### Clock distribution

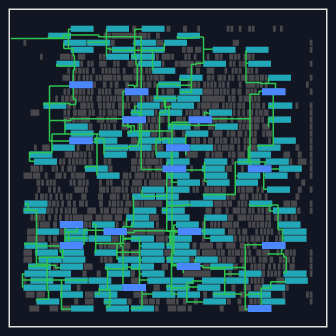
### Selected gate families

The bar under the picture is 20 um long.
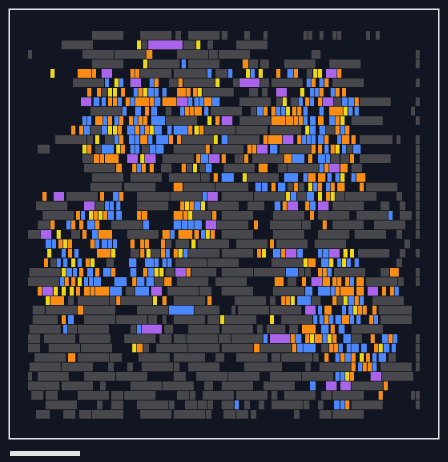
<file path="src/rtl/io_pkg.sv">
// Shared constants for the memory-mapped board-input block.
// Holds the IO word layout, the default debounce length and the
// load/store-unit decode addresses for the key and switch registers.
package io_pkg;

    localparam int unsigned IO_WORD_W         = 32;
    localparam int unsigned KEY_LEVEL_LSB     = 0;
    localparam int unsigned KEY_FLAG_LSB      = 8;
    localparam int unsigned CLR_MASK_W        = 8;
    localparam int unsigned DB_CYCLES_DEFAULT = 500000;

    localparam logic [31:0] SW_REG_ADDR  = 32'hFFFF_0000;
    localparam logic [31:0] KEY_REG_ADDR = 32'hFFFF_0010;

endpackage

</file>
<file path="src/rtl/io_input_conditioner_if.sv">
// Load/store-unit side of the input conditioner.
//   clr_en_i      one-cycle store strobe to the key register
//   clr_mask_i    store data [7:0], bit k = 1 clears sticky flag k
//   press_pulse_o one-cycle pulse per accepted key press
//   io_key_o      debounced key levels [7:0], sticky flags [15:8]
//   io_sw_o       conditioned switches
// slave: the conditioner; master: the load/store unit.
interface io_input_conditioner_if #(
    parameter int unsigned NUM_KEYS = 4
) ();
    import io_pkg::*;

    logic                  clr_en_i;
    logic [CLR_MASK_W-1:0] clr_mask_i;
    logic [NUM_KEYS-1:0]   press_pulse_o;
    logic [IO_WORD_W-1:0]  io_key_o;
    logic [IO_WORD_W-1:0]  io_sw_o;

    modport slave (
        input  clr_en_i,
        input  clr_mask_i,
        output press_pulse_o,
        output io_key_o,
        output io_sw_o
    );

    modport master (
        output clr_en_i,
        output clr_mask_i,
        input  press_pulse_o,
        input  io_key_o,
        input  io_sw_o
    );

endinterface

</file>
<file path="src/rtl/debounce_cell.sv">
// Two-flop synchroniser plus counter-based debouncer for one input bit.
//   clk_i, rst_ni  clock, asynchronous active-low reset
//   d_i            raw asynchronous input (already in "1 = active" sense)
//   q_o            accepted stable level, reset to RST_VAL
//   rise_o         one-cycle pulse in the cycle q_o first reads 1
// A new level is accepted after DB_CYCLES consecutive cycles of the
// synchronised input disagreeing with q_o; any agreement restarts the count.
module debounce_cell #(
    parameter int unsigned DB_CYCLES = io_pkg::DB_CYCLES_DEFAULT,
    parameter logic        RST_VAL   = 1'b0
) (
    input  logic clk_i,
    input  logic rst_ni,
    input  logic d_i,
    output logic q_o,
    output logic rise_o
);

    localparam int unsigned      CNT_W    = $clog2(DB_CYCLES + 1);
    localparam logic [CNT_W-1:0] CNT_LAST = CNT_W'(DB_CYCLES - 1);

    logic             sync1_q;
    logic             sync2_q;
    logic [CNT_W-1:0] cnt_q;

    // Synchroniser, saturating counter and stable-level commit
    always_ff @(posedge clk_i or negedge rst_ni) begin
        if (!rst_ni) begin
            sync1_q <= RST_VAL;
            sync2_q <= RST_VAL;
            cnt_q   <= '0;
            q_o     <= RST_VAL;
            rise_o  <= 1'b0;
        end else begin
            sync1_q <= d_i;
            sync2_q <= sync1_q;
            rise_o  <= 1'b0;
            if (sync2_q == q_o) begin
                cnt_q <= '0;
            end else if (cnt_q != CNT_LAST) begin
                cnt_q <= cnt_q + CNT_W'(1);
            end else begin
                q_o    <= sync2_q;
                cnt_q  <= '0;
                rise_o <= sync2_q;
            end
        end
    end

endmodule

</file>
<file path="src/rtl/io_input_conditioner.sv">
// Board-input stage feeding the RV32I load/store unit.
//   clk_i, rst_ni  clock, asynchronous active-low reset
//   key_raw_ni     raw push keys, 0 = pressed
//   sw_raw_i       raw slide switches
//   bus            io_input_conditioner_if.slave (clear strobe in;
//                  press pulses, io_key word, io_sw word out)
// Build option: define SW_DEBOUNCE_EN to debounce the switches with the
// same cell as the keys; otherwise switches are only synchronised.
module io_input_conditioner
    import io_pkg::*;
#(
    parameter int unsigned NUM_KEYS  = 4,
    parameter int unsigned NUM_SW    = 18,
    parameter int unsigned DB_CYCLES = DB_CYCLES_DEFAULT
) (
    input  logic                  clk_i,
    input  logic                  rst_ni,
    input  logic [NUM_KEYS-1:0]   key_raw_ni,
    input  logic [NUM_SW-1:0]     sw_raw_i,
    io_input_conditioner_if.slave bus
);

    logic [NUM_KEYS-1:0]  key_level;
    logic [NUM_KEYS-1:0]  key_rise;
    logic [NUM_KEYS-1:0]  press_pulse_q;
    logic [NUM_KEYS-1:0]  flag_q;
    logic [NUM_KEYS-1:0]  clr_keys;
    logic [IO_WORD_W-1:0] key_word;
    logic                 clr_mask_unused;
    logic [NUM_SW-1:0]    sw_cond;
    logic [NUM_SW-1:0]    sw_q;

    // Keys are inverted ahead of the cell so that 1 = pressed internally
    for (genvar k = 0; k < NUM_KEYS; k++) begin : g_key
        debounce_cell #(
            .DB_CYCLES (DB_CYCLES),
            .RST_VAL   (1'b0)
        ) u_db (
            .clk_i  (clk_i),
            .rst_ni (rst_ni),
            .d_i    (~key_raw_ni[k]),
            .q_o    (key_level[k]),
            .rise_o (key_rise[k])
        );
    end

    // Mask bits above NUM_KEYS have no flag to clear
    assign clr_keys        = bus.clr_en_i ? bus.clr_mask_i[NUM_KEYS-1:0] : '0;
    assign clr_mask_unused = ^bus.clr_mask_i;

    // Press pulse register and sticky flags; a same-cycle set beats the clear
    always_ff @(posedge clk_i or negedge rst_ni) begin
        if (!rst_ni) begin
            press_pulse_q <= '0;
            flag_q        <= '0;
        end else begin
            press_pulse_q <= key_rise;
            flag_q        <= (flag_q & ~clr_keys) | press_pulse_q;
        end
    end

    // Key word is pure wiring of flop outputs
    always_comb begin
        key_word                                = '0;
        key_word[KEY_LEVEL_LSB +: NUM_KEYS]     = key_level;
        key_word[KEY_FLAG_LSB +: NUM_KEYS]      = flag_q;
    end

`ifdef SW_DEBOUNCE_EN
    logic [NUM_SW-1:0] sw_rise_unused;

    for (genvar s = 0; s < NUM_SW; s++) begin : g_sw
        debounce_cell #(
            .DB_CYCLES (DB_CYCLES),
            .RST_VAL   (1'b0)
        ) u_db (
            .clk_i  (clk_i),
            .rst_ni (rst_ni),
            .d_i    (sw_raw_i[s]),
            .q_o    (sw_cond[s]),
            .rise_o (sw_rise_unused[s])
        );
    end
`else
    logic [NUM_SW-1:0] sw_sync1_q;
    logic [NUM_SW-1:0] sw_sync2_q;

    // Plain two-flop synchroniser for the switches
    always_ff @(posedge clk_i or negedge rst_ni) begin
        if (!rst_ni) begin
            sw_sync1_q <= '0;
            sw_sync2_q <= '0;
        end else begin
            sw_sync1_q <= sw_raw_i;
            sw_sync2_q <= sw_sync1_q;
        end
    end

    assign sw_cond = sw_sync2_q;
`endif

    // Switch output register
    always_ff @(posedge clk_i or negedge rst_ni) begin
        if (!rst_ni) begin
            sw_q <= '0;
        end else begin
            sw_q <= sw_cond;
        end
    end

    assign bus.press_pulse_o = press_pulse_q;
    assign bus.io_key_o      = key_word;
    assign bus.io_sw_o       = IO_WORD_W'(sw_q);

endmodule

</file>
<file path="src/flat_wrapper.sv">
// flat-port wrapper written by rule: the top's interface ports become plain ports
module io_input_conditioner_flat import io_pkg::*;
#(
    parameter int unsigned NUM_KEYS  = 4,
    parameter int unsigned NUM_SW    = 18,
    parameter int unsigned DB_CYCLES = DB_CYCLES_DEFAULT
)
  (clk_i, rst_ni, key_raw_ni, sw_raw_i, bus_clr_en_i, bus_clr_mask_i, bus_press_pulse_o, bus_io_key_o, bus_io_sw_o);
  io_input_conditioner_if #(.NUM_KEYS(NUM_KEYS)) bus_i ();
  input  logic clk_i;
  input  logic rst_ni;
  input  logic [NUM_KEYS-1:0] key_raw_ni;
  input  logic [NUM_SW-1:0] sw_raw_i;
  input wire logic [$bits(bus_i.clr_en_i)-1:0] bus_clr_en_i;
  input wire logic [$bits(bus_i.clr_mask_i)-1:0] bus_clr_mask_i;
  output wire logic [$bits(bus_i.press_pulse_o)-1:0] bus_press_pulse_o;
  output wire logic [$bits(bus_i.io_key_o)-1:0] bus_io_key_o;
  output wire logic [$bits(bus_i.io_sw_o)-1:0] bus_io_sw_o;
  assign bus_i.clr_en_i = bus_clr_en_i;
  assign bus_i.clr_mask_i = bus_clr_mask_i;
  assign bus_press_pulse_o = bus_i.press_pulse_o;
  assign bus_io_key_o = bus_i.io_key_o;
  assign bus_io_sw_o = bus_i.io_sw_o;
  io_input_conditioner #(.NUM_KEYS(NUM_KEYS), .NUM_SW(NUM_SW), .DB_CYCLES(DB_CYCLES)) u_core (.clk_i(clk_i), .rst_ni(rst_ni), .key_raw_ni(key_raw_ni), .sw_raw_i(sw_raw_i), .bus(bus_i));
endmodule
</file>
<file path="config.mk">
export PLATFORM = sky130hd
export DESIGN_NAME = io_input_conditioner_flat
export DESIGN_NICKNAME = d
export VERILOG_FILES = /design/src/rtl/io_pkg.sv /design/src/rtl/io_input_conditioner_if.sv /design/src/rtl/debounce_cell.sv /design/src/rtl/io_input_conditioner.sv /design/src/flat_wrapper.sv
export SDC_FILE = /design/constraint.sdc
export NUM_CORES = 1
export LEC_CHECK = 0
export ABC_AREA = 1
export CAP_MARGIN = 0
export CORE_MARGIN = 5
export CORE_UTILIZATION = 55
export CTS_BUF_LIST = sky130_fd_sc_hd__clkbuf_8 sky130_fd_sc_hd__clkbuf_16
export DETAILED_ROUTE_END_ITERATION = 10
export PLACE_DENSITY_LB_ADDON = 0.25
export SLEW_MARGIN = 40
export SYNTH_ARGS = -nofsm -noshare
export SYNTH_HDL_FRONTEND = slang
export SYNTH_SLANG_ARGS = --single-unit
</file>
<file path="constraint.sdc">
create_clock -name clk_i -period 1.44 [get_ports clk_i]
set_input_delay 0.432 -clock clk_i [delete_from_list [all_inputs] [get_ports clk_i]]
set_output_delay 0.432 -clock clk_i [all_outputs]
set_load 0.02 [all_outputs]
</file>
==> reports/writeup.txt <==
The flow ran to the end, and the final reports show no timing, DRC or antenna violations. The run gives 0.2840 for the simple-gate share of the synthesized area. The script logs the ratio of routed vias to standard cells as 4.902.

OpenROAD emitted warnings numbering 31. Data on the critical path is required at its endpoint by 1.79 ns. The combinational power is 497 uW.

The total clock sinks was 154. On the critical path, the stage with the largest delay is an instance of sky130_fd_sc_hd__dfrtp_1. The worst hold path was traced through 0 stages. The first detailed-routing pass ran for 5 iterations. The report puts the cell count of the worst reg-to-reg path at 9.

Combinational share of cell area: 0.3370. TritonCTS built the clock tree. The run gives 937 as the final net count.

Terminus of the critical flop-to-flop path: u_core.g_key[2].u_db.cnt_q[14]. The tools report the final-layout clock buffer total as 18. After routing, the total negative slack on setup checks comes to 0 ns. The xor/xnor cell area share of the yosys netlist works out to 0.04926. Largest stage delay on the critical path: 0.40 ns.

With the clock-pin slew reported for the worst setup and hold paths after clock tree synthesis at 0.06 ns, the relative contribution of sequential cells to total power is 0.490. The logs give 0 for the residual overflow from global routing and 824.5 uV for the worst vdd rail ir drop. The logs give 27 for the count of different cell masters after synthesis and 101 for the top-level I/O count.

TritonRoute reported its final design rule violation total as 0. The tools report the detailed-route wire length on metal 1 as 6.126 mm. The tapcell count is 172. The library cells used most frequently in the layout, excluding fill and tap cells, are sky130_fd_sc_hd__nor2_1, sky130_fd_sc_hd__dfrtp_1, sky130_fd_sc_hd__nand2_1. The longest clock path from root to sink contains 2 buffers.

The number of antenna violations at the first check in global routing was 0; the buffer count excluding the clock tree in the final layout was 91. With the synthesized netlist cell count at 796, the top fanout value on the critical path is 5. Detailed routing inserted a total of 5319 vias.

Counting stages on the worst path, the most repeated cell is sky130_fd_sc_hd__nand2_1. The run gives 58 for the number of buffer cells added on primary ports. The root buffer cell chosen for the clock tree is sky130_fd_sc_hd__clkbuf_16. The fraction of final layout cells sized beyond drive strength 1 came out at 0.1961. For this run, the script counts the antenna cells in the layout as 0. Counting only logic cells after layout, the most numerous master is sky130_fd_sc_hd__nor2_1.

The number of pins with negative max-slew slack in the final report was 0; the post-route clock skew was 0.009847 ns. The critical path arrival is 1.78 ns, and the area growth from synthesis to layout is 21.76%. Looking at the setup timing report, the critical path kind is reg -> reg. In this run the register-to-register setup slack is 0.01 ns. After filler insertion, the fill cell instance count of the layout stands at 977.

The clock H-tree reported by CTS has 4 levels. In the final layout, the multi-input gates occupy 2877 sq um. Detailed routing placed a total of 687 um of wire on met3.

The prevailing post-synth register cell was sky130_fd_sc_hd__dfrtp_1. The logs give 9.185 mW for the total power of the final layout and 7010 sq um for the area figure in the yosys stat output. The group that draws the most power in this run is sequential cells. OpenSTA, run right after detailed placement, puts the worst setup slack at -0.1349 ns. The worst min-delay path category was reg -> reg.
## Picture notes: 'Clock distribution'
clock wires: drawn in green, length 1740 um. flip-flops: drawn in cyan, count 154. cells driving clock nets: drawn in blue, count 17.
Position of the flops: spread over the die. There are 18 routed clock nets.

## Picture notes: 'Selected gate families'
XOR/XNOR gates: drawn in purple, cells 36. NOR gates: drawn in orange, cells 229. inverters: drawn in yellow, cells 79. NAND gates: drawn in blue, cells 216.

Power is estimated from default activity; no workload was simulated.
